Figure 1. Cell placement (run 1).
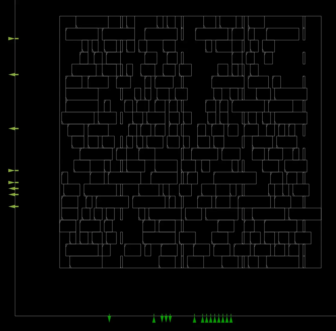
Figure 2. Selected gate families (run 1).
Drawn at 4 px/um.
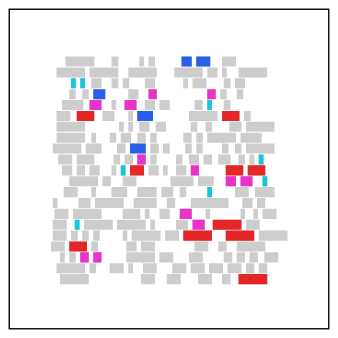
Figure 3. Wire density map (run 1).
Drawn at 3 px/um. 16 x 16 tiles, from dark purple (low) to yellow (high), scaled to the fullest tile. Values are wire area over tile area, all layers added.
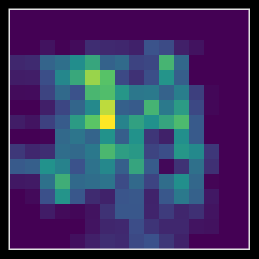
--- src/rtl/hld_multi.sv ---
// hld_multi: harmonic-lock detector for a delay-line phase detector.
// Counts 0->1 edges in each tap snapshot and classifies the snapshot. Good
// snapshots build up lock; bad (harmonic or stuck) snapshots pulse a
// phase-detector reset and then wait out a settle window.
//
// Ports:
//   clk         single clock, rising edge
//   rst         synchronous active-high reset
//   en          detector enable; low forces IDLE
//   stuck_en    classify zero-edge snapshots as bad
//   sample_vld  strobe: tap_q holds a valid snapshot
//   tap_q       tap snapshot, bit 0 = first tap
//   reset_pd    registered phase-detector reset pulse
//   locked      registered lock indication
//   edge_cnt    edge count of the last accepted snapshot
//   retry_cnt   saturating count of reset pulses issued
//
// state     | meaning
// ----------+-----------------------------------------------
// S_IDLE    | detector disabled, counters cleared
// S_CHECK   | accepting snapshots, hunting for lock
// S_RST_PD  | reset_pd asserted, PULSE_LEN cycles
// S_HOLDOFF | settle window, snapshots ignored
// S_LOCKED  | locked; bad snapshots can still trigger reset
module hld_multi #(
  parameter int NTAPS       = 8,
  parameter int CONFIRM     = 2,
  parameter int LOCK_CNT    = 4,
  parameter int PULSE_LEN   = 4,
  parameter int HOLDOFF_LEN = 16,
  parameter int RETRY_W     = 4
) (
  input  logic                     clk,
  input  logic                     rst,
  input  logic                     en,
  input  logic                     stuck_en,
  input  logic                     sample_vld,
  input  logic [NTAPS-1:0]         tap_q,
  output logic                     reset_pd,
  output logic                     locked,
  output logic [$clog2(NTAPS)-1:0] edge_cnt,
  output logic [RETRY_W-1:0]       retry_cnt
);

  localparam int EW   = $clog2(NTAPS);
  localparam int TMAX = (PULSE_LEN > HOLDOFF_LEN) ? PULSE_LEN : HOLDOFF_LEN;
  // timer only ever holds TMAX-1
  localparam int TW   = (TMAX > 1) ? $clog2(TMAX) : 1;

  typedef enum logic [2:0] {
    S_IDLE    = 3'd0,
    S_CHECK   = 3'd1,
    S_RST_PD  = 3'd2,
    S_HOLDOFF = 3'd3,
    S_LOCKED  = 3'd4
  } state_t;

  state_t          state, state_nxt;
  logic [3:0]      good_cnt, good_nxt, good_inc;
  logic [3:0]      bad_cnt, bad_nxt, bad_inc;
  logic [TW-1:0]   tmr, tmr_nxt;
  logic [RETRY_W-1:0] retry_nxt;
  logic [EW-1:0]   edge_nxt;
  logic [EW-1:0]   edges;
  logic            is_good, is_bad;

  // At most NTAPS/2 edges are possible, which always fits in EW bits.
  always_comb begin
    edges = '0;
    for (int i = 0; i < NTAPS - 1; i++) begin
      edges = edges + EW'(~tap_q[i] & tap_q[i+1]);
    end
  end

  assign is_good  = (edges == EW'(1));
  assign is_bad   = (edges > EW'(1)) | (stuck_en & (edges == '0));
  assign good_inc = (good_cnt == 4'hF) ? good_cnt : good_cnt + 4'd1;
  assign bad_inc  = (bad_cnt == 4'hF) ? bad_cnt : bad_cnt + 4'd1;

  always_comb begin
    state_nxt = state;
    good_nxt  = good_cnt;
    bad_nxt   = bad_cnt;
    tmr_nxt   = tmr;
    retry_nxt = retry_cnt;
    edge_nxt  = edge_cnt;
    if (!en) begin
      // disable wins over any lock/confirm event in the same cycle
      state_nxt = S_IDLE;
      good_nxt  = '0;
      bad_nxt   = '0;
      tmr_nxt   = '0;
    end else begin
      case (state)
        S_IDLE: begin
          state_nxt = S_CHECK;
          good_nxt  = '0;
          bad_nxt   = '0;
        end
        S_CHECK, S_LOCKED: begin
          if (sample_vld) begin
            edge_nxt = edges;
            if (is_good) begin
              good_nxt = good_inc;
              bad_nxt  = '0;
              if (state == S_CHECK && good_inc == 4'(LOCK_CNT))
                state_nxt = S_LOCKED;
            end else if (is_bad) begin
              bad_nxt  = bad_inc;
              good_nxt = '0;
              if (bad_inc == 4'(CONFIRM)) begin
                state_nxt = S_RST_PD;
                tmr_nxt   = TW'(PULSE_LEN - 1);
                if (~&retry_cnt)
                  retry_nxt = retry_cnt + RETRY_W'(1);
              end
            end
          end
        end
        S_RST_PD: begin
          if (tmr == '0) begin
            state_nxt = S_HOLDOFF;
            tmr_nxt   = TW'(HOLDOFF_LEN - 1);
          end else begin
            tmr_nxt = tmr - TW'(1);
          end
        end
        S_HOLDOFF: begin
          if (tmr == '0) begin
            state_nxt = S_CHECK;
            good_nxt  = '0;
            bad_nxt   = '0;
          end else begin
            tmr_nxt = tmr - TW'(1);
          end
        end
        default: state_nxt = S_IDLE;
      endcase
    end
  end

  // Outputs are registered from the next state so they track the FSM
  // without any input-to-output combinational path.
  always_ff @(posedge clk) begin
    if (rst) begin
      state     <= S_IDLE;
      good_cnt  <= '0;
      bad_cnt   <= '0;
      tmr       <= '0;
      retry_cnt <= '0;
      edge_cnt  <= '0;
      reset_pd  <= 1'b0;
      locked    <= 1'b0;
    end else begin
      state     <= state_nxt;
      good_cnt  <= good_nxt;
      bad_cnt   <= bad_nxt;
      tmr       <= tmr_nxt;
      retry_cnt <= retry_nxt;
      edge_cnt  <= edge_nxt;
      reset_pd  <= (state_nxt == S_RST_PD);
      locked    <= (state_nxt == S_LOCKED);
    end
  end

endmodule

--- config.mk ---
export PLATFORM = sky130hd
export DESIGN_NAME = hld_multi
export DESIGN_NICKNAME = d
export VERILOG_FILES = /design/src/rtl/hld_multi.sv
export SDC_FILE = /design/constraint.sdc
export NUM_CORES = 1
export LEC_CHECK = 0
export CAP_MARGIN = 20
export CELL_PAD_IN_SITES_DETAIL_PLACEMENT = 1
export CELL_PAD_IN_SITES_GLOBAL_PLACEMENT = 1
export CORE_MARGIN = 10
export CORE_UTILIZATION = 44
export DETAILED_ROUTE_END_ITERATION = 10
export GPL_TIMING_DRIVEN = 0
export PLACE_DENSITY_LB_ADDON = 0.12
export SETUP_SLACK_MARGIN = 0.3
export SLEW_MARGIN = 20
export SYNTH_ARGS = -nofsm -noshare
export SYNTH_HDL_FRONTEND = slang
export SYNTH_SLANG_ARGS = --single-unit
--- constraint.sdc ---
create_clock -name clk -period 10.37 [get_ports clk]
set_clock_uncertainty 0.1 [all_clocks]
set_input_delay 2.074 -clock clk [delete_from_list [all_inputs] [get_ports clk]]
set_output_delay 2.074 -clock clk [all_outputs]
set_load 0.01 [all_outputs]
==> out/metrics.yaml, run 1 <==
cts:
  clock_latency_ns: 0.32
  cts_max_path_buffers: 2
  cts_setup_buffers: 0
  tritoncts: "yes"
  cts_buffers: 3
  clkSlewWorstSetupHoldPaths_ns: 0.13
  clock-sinks: 24
global_route:
  grt_max_degree: 14
  grt_overflow_total: 0
  met2_usage_pct: 21.4
  busiest_layer: "met2"
  grtUsageMet3_pct: 2.93
  grt_pass1_wl_um: 6490
finish:
  clk_share_pct: 1.96
  combGateArea_um2: 1010
  largest_cell_class: "multi-input combinational cells"
  n_all_buffers: 25
  drive_above_1_share_pct: 11.9
  regArea_um2: 480
  num-nonclk-inverters: 8
  seq_cell_count: 24
  num-clock-buffers: 4
  buf_share_pct: 13.1
  fin_nets: 217
  lay_top_cells: "24 x dfxtp_1, 20 x clkdlybuf4s50_1, 13 x a21oi_1, 13 x nor2_1, 10 x nor2b_1"
floorplanning:
  initial_utilization_pct: 46.0
  die_x_um: 79.5
place:
  pre_cts_ws_ns: 4.02
  finalWeightedCongestion: 0.809
  place_area_um2: 1820
logic_synthesis:
  post-synth-top-count-cell: "dfxtp_1"
  synthFlopType: "dfxtp_1"
  post_synth.cell_area_avg_um2: 9.17
  topCellsByArea: "dfxtp_1 31%, fa_1 5.1%, mux2i_1 5.1%"
  common_cells: "24 x dfxtp_1, 13 x a21oi_1, 13 x nor2_1"
  yosysTopAreaCellShare_pct: 30.8
  synth_seq_share_pct: 30.8
  synth_area_um2: 1560
critical_path:
  worstSetupPathType: "input pin to register"
  crit_fanout: 9
  path_buffers: 2
  crit_path_end_kind: "register"
  critPathMaxStageDelay_ns: 0.53
  path_delay_family: "adder cells"
  crit_required_ns: 10.48
  crit_arrival_ns: 6.08
final_timing:
  worstMarginPinSlew_ns: 0.738
  setup-tns-final_ns: 0
  slew_viol_final: 0
  fin_hold_ws_ns: 0.414
  hold_viol_final: 0
  relSlewSlack_pct: 50.5
drt:
  antenna_left: 0
  drt_first_pass_iters: 4
  highest_layer: "met4"
  routed-wl-met2_um: 1860
  drt_iter0_drc: 59
  via_per_inst: 5.61
run:
  warnings: 27
pwr:
  p_int_mw: 0.137
  p_comb_share_pct: 24.7
  pwr-share-clk_pct: 26.2
  pg_comb_mw: 0.0477
run_status:
  status: "finished, final reports clean"
-- Figure 1 (at the start) --
non-filler instance count after layout: 240
utilization after layout: 54.7%
Core Box Area: 3390 um2
# rows: 21

-- Figure 2 (at the start) --
| family | color | cells |
|---|---|---|
| non-inverting ao/oa cells | blue | 5 |
| and/or cells | magenta | 12 |
| fa/ha/maj cells | red | 10 |
| inv cells | cyan | 8 |
top logic cell by instance count in the layout: dfxtp_1
Comb area share: 54.3%

-- Figure 3 (at the start) --
densest ninth of the die: center
nearly empty tiles: 36%
mean over tiles: 0.091
emptiest ninth of the die: upper right
fullest tile: 0.48
tiles over half the peak: 11%
gr usage total: 12.6%
wire length per cell: 15.5 um
Vias: 1346
Routed WL: 3730 um

run 1: flip-flops by register name (all words and copies together), names as in the netlist:
| register | cells |
|---|---|
| edge_cnt | 3 |
| retry_cnt | 4 |
| reset_pd | 1 |
| good_cnt | 4 |
| locked | 1 |
| bad_cnt | 4 |
| state | 3 |
| tmr | 4 |
run 1: logic make-up after synthesis:
group,Yosys count,synth area share [%]
xor+xnor,3,2.17
buf+inv,13,4.65
flops,24,30.8
compound gates,41,19.5
simple gates,70,27.0
fa+ha+maj,10,9.79
mux,9,6.02
run 1: path summary, 6_finish.rpt:
kind / cells past startpoint / start / end
max reg2reg: 6 / bad_cnt[0] / tmr[3]
min reg2reg: 2 / edge_cnt[0] / edge_cnt[0]
max: 12 / tap_q[2] / bad_cnt[1]
min: 2 / edge_cnt[0] / edge_cnt[0]
==> run 2: changes to the inputs <==
Settings changed: CORE_UTILIZATION 44 to 37.
Clock period 10.37 ns to 5.2 ns, I/O delays scaled along.
==> run 2 against run 1 <==
Total power rose by 140%. Global-route usage fell by 0.52 points. Clock power rose to 3.4 times the previous value. Combinational power rose by 130%. Core utilization fell by 5.6 points. Critical path type unchanged. Largest power group unchanged.
==> out/metrics.yaml, run 2 <==
logic_synthesis:
  simple_gate_share_pct: 27.0  # unchanged
  synthFlopType: "dfxtp_1"  # unchanged
  yosys_cells: 170  # unchanged
  ys.flops: 24  # unchanged
  post_synth.cell_area_avg_um2: 9.17  # unchanged
  enable_flop_cells: 0  # unchanged
  syn_inst: 170  # unchanged
  common_cells: "24 x dfxtp_1, 13 x a21oi_1, 13 x nor2_1"  # unchanged
  synth_seq_share_pct: 30.8  # unchanged
  synthArstFlopShare_pct: 0  # unchanged
  ys_types: 50  # unchanged
  xor_area_share_pct: 2.17  # unchanged
  mux_area_share_pct: 6.02  # unchanged
  yosysChipArea_um2: 1560  # unchanged
  compound_area_share_pct: 19.5  # unchanged
  post-synth-top-count-cell: "dfxtp_1"  # unchanged
  synth_area_um2: 1560  # unchanged
  logic_family: "simple AND/OR/NAND/NOR gates"  # unchanged
  ys_sh_adder_pct: 9.79  # unchanged
  top_area_cell: "dfxtp_1"  # unchanged
  topCellsByArea: "dfxtp_1 31%, fa_1 5.1%, mux2i_1 5.1%"  # unchanged
  yosysTopAreaCellShare_pct: 30.8  # unchanged
  yosysWarnings: 0  # unchanged
  fp_nets: 192  # unchanged
finish:
  fin_cells: 246  # was 240
  num-nonclk-inverters: 8  # unchanged
  syn_to_final_growth_pct: 26.8  # was 18.9%
  num-clock-buffers: 3  # was 4
  n_antenna_cell: 0  # unchanged
  comb_cells: 133  # unchanged
  seq_area_share_pct: 24.3  # was 25.9%
  fin_nets: 219  # was 217
  drive_above_1_share_pct: 17.9  # was 11.9%
  combGateArea_um2: 1070  # was 1010 um2
  buf_share_pct: 13.0  # was 13.1%
  sh_comb_area_pct: 54.4  # was 54.3%
  mostFrequentLayoutCell: "dfxtp_1"  # unchanged
  regArea_um2: 480  # unchanged
  clk_share_pct: 3.61  # was 1.96%
  final_area_um2: 1980  # was 1850 um2
  largest_cell_class: "multi-input combinational cells"  # unchanged
  final_core_util_pct: 49.1  # was 54.7%
  lay_top_cells: "24 x dfxtp_1, 20 x clkdlybuf4s50_1, 13 x nor2_1"  # was 24 x dfxtp_1, 20 x clkdlybuf4s50_1, 13 x a21oi_1, 13 x nor2_1, 10 x nor2b_1
  fillers: 466  # was 410
  n_all_buffers: 27  # was 25
cts:
  cts_max_path_buffers: 2  # unchanged
  clock-sinks: 24  # unchanged
  cts_root_buf: "clkbuf_8"  # was clkbuf_4
  cts_buffers: 3  # unchanged
  cts_hold_buffers: 0  # unchanged
  tritoncts: "yes"  # unchanged
  htreeDepth: 1  # unchanged
  clkSlewWorstSetupHoldPaths_ns: 0.10  # was 0.13 ns
  clock_latency_ns: 0.27  # was 0.32 ns
global_route:
  grt_usage_pct: 12.1  # was 12.6%
  grt_overflow_total: 0  # unchanged
  busiest_layer: "met2"  # unchanged
  gr-usage-met1_pct: 13.3  # was 15.2%
  antenna_found_initial: 0  # unchanged
  grt_pass1_wl_um: 7420  # was 6490 um
  grtUsageMet3_pct: 2.49  # was 2.93%
  met2_usage_pct: 22.4  # was 21.4%
  grt_max_degree: 15  # was 14
  grt_pass1_vias: 1563  # was 1440
critical_path:
  cp_cell_sequence: "clkdlybuf4s50_1 > nor2b_2 > fa_1 > fa_1 > fa_2 > fa_2 > nor2_1 > a221oi_4 > a311oi_4 > or2_4 > a31o_1"  # was clkdlybuf4s50_1 > nor2b_1 > fa_1 > fa_1 > fa_1 > fa_1 > o41ai_1 > nor3_1 > or3_1 > buf_6 > a21oi_1 > a311oi_2
  crit_start: "tap_q[1]"  # was tap_q[2]
  crit_arrival_ns: 4.84  # was 6.08 ns
  reg2reg_from: "bad_cnt[0]"  # unchanged
  path_buffers: 1  # was 2
  worstSetupPathType: "input pin to register"  # unchanged
  crit_fanout: 5  # was 9
  critPathLaunchType: "input pin"  # unchanged
  path_delay_family: "adder cells"  # unchanged
  r2r_slack_ns: 2.97  # was 8.15 ns
  cp_slowest_cell: "fa_2"  # was fa_1
  crit_path_end_kind: "register"  # unchanged
  critPathMaxStageDelay_ns: 0.63  # was 0.53 ns
  crit_required_ns: 5.28  # was 10.48 ns
drt:
  routed-wl-met2_um: 2080  # was 1860 um
  drt_iter0_drc: 56  # was 59
  wl_per_cell_um: 16.7  # was 15.5 um
  highest_layer: "met4"  # unchanged
  dr_wl_met3_um: 126  # was 119 um
  via_per_inst: 5.45  # was 5.61
  met1_length_um: 1880  # was 1700 um
  antenna_left: 0  # unchanged
  remaining_drc_errors: 0  # unchanged
  drt_first_pass_iters: 4  # unchanged
floorplanning:
  die_y_um: 84.9  # was 79.5 um
  ios: 22  # unchanged
  die_x_um: 84.9  # was 79.5 um
  initial_utilization_pct: 38.7  # was 46.0%
  die_area_um2: 7210  # was 6320 um2
run:
  warnings: 27  # unchanged
  cap_violations: 0  # unchanged
place:
  pre_cts_ws_ns: -0.118  # was 4.02 ns
  port_buffers: 20  # unchanged
  place_area_um2: 1820  # about the same
  dp_cells: 240  # was 236
  finalWeightedCongestion: 0.803  # was 0.809
  hpwlAfterDp_um: 3130  # was 3080 um
final_timing:
  setup_viol: 0  # unchanged
  worstMarginPinSlew_ns: 0.510  # was 0.738 ns
  relSlewSlack_pct: 65.3  # was 50.5%
  hold_viol_final: 0  # unchanged
  finalClockPeriodUsage_pct: 91.6
  worst_slack_ns: 0.439  # was 4.40 ns
  min_period_ns: 4.76
  fin_hold_ws_ns: 0.413  # was 0.414 ns
  slew_viol_final: 0  # unchanged
  setup-tns-final_ns: 0  # unchanged
  fmax_mhz: 210
  rsz0062_at_grt: "false"  # unchanged
pwr:
  power_switching_mw: 0.129  # was 0.0564 mW
  p_leak_nw: 0.702  # was 0.666 nW
  swShare_pct: 27.5  # was 29.1%
  p_int_mw: 0.341  # was 0.137 mW
  pwr-share-clk_pct: 36.2  # was 26.2%
  seq_power_share_pct: 40.2  # was 49.1%
  power.total_mw: 0.471  # was 0.193 mW
  p_comb_share_pct: 23.6  # was 24.7%
  ir_drop_mv: 0.111  # was 0.0498 mV
  power_density_nw_per_um2: 238  # was 104 nW/um2
worst_hold_path:
  hp-start: "retry_cnt[3]"  # was edge_cnt[0]
  hold_class: "register to register"  # unchanged
run_status:
  status: "finished, final reports clean"  # unchanged
run 2: cell counts after synthesis:
No cell type changed its count.
run 2: power groups by stage:
| stage | clock network, mW | registers, mW | logic (mW) |
|---|---|---|---|
| after global routing | 0.186 | 0.190 | 0.123 |
| final | 0.170 | 0.190 | 0.111 |
| after global placement | 0 | 0.193 | 0.0943 |
| after CTS | 0.173 | 0.189 | 0.103 |
| after floorplan | 0 | 0.193 | 0.0682 |
| after detailed placement | 0 | 0.194 | 0.0964 |
run 2: final timing paths:
kind	end	depth (start not counted)
min	retry_cnt[3]	2
max	tmr[3]	11
min reg2reg	retry_cnt[3]	2
max reg2reg	tmr[3]	6
run 2: repair_timing:
action	in CTS	in global routing
setup buffers	1	1
endpoints found under the setup margin	11	16
pin swaps	2	6
resized	4	9
Figure 4. Cell placement (run 2).
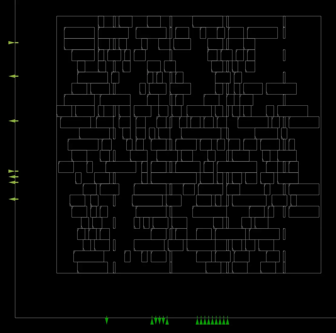
# Taps: 50
Core Box Area: 4030 um2
# rows: 23
seq_cells: 24

Figure 5. Zoomed window (run 2).
Window x 27 to 57, y 27 to 57 um. Cells in gray, sequential cells in the stronger gray; small squares are vias.
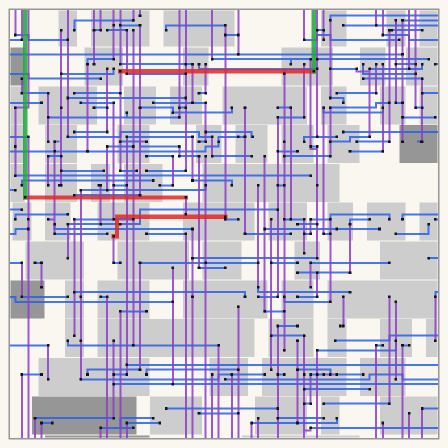
| layer | color |
|---|---|
| M2 | purple |
| M3 | red |
| M1 | blue |
| M4 | green |
cells with their middle in the window: 58
netlist names of flops here include: edge_cnt (1)
most frequent: a21oi_1 (4), nand2_1 (4)
sequential cells in the window: 1

Figure 6. Wire density map (run 2).
Drawn at 3 px/um. 17 x 17 tiles, from dark purple (low) to yellow (high), scaled to the fullest tile. Values are wire area over tile area, all layers added.
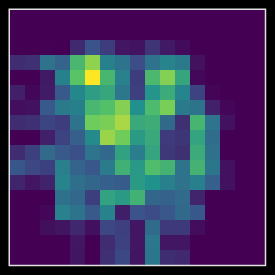
densest ninth of the die: center
mean over tiles: 0.087
nearly empty tiles: 40%
emptiest ninth of the die: upper right
fullest tile: 0.42
tiles over half the peak: 14%
Vias: 1341
Routed WL: 4110 um

Power and IR drop assume default switching activity.
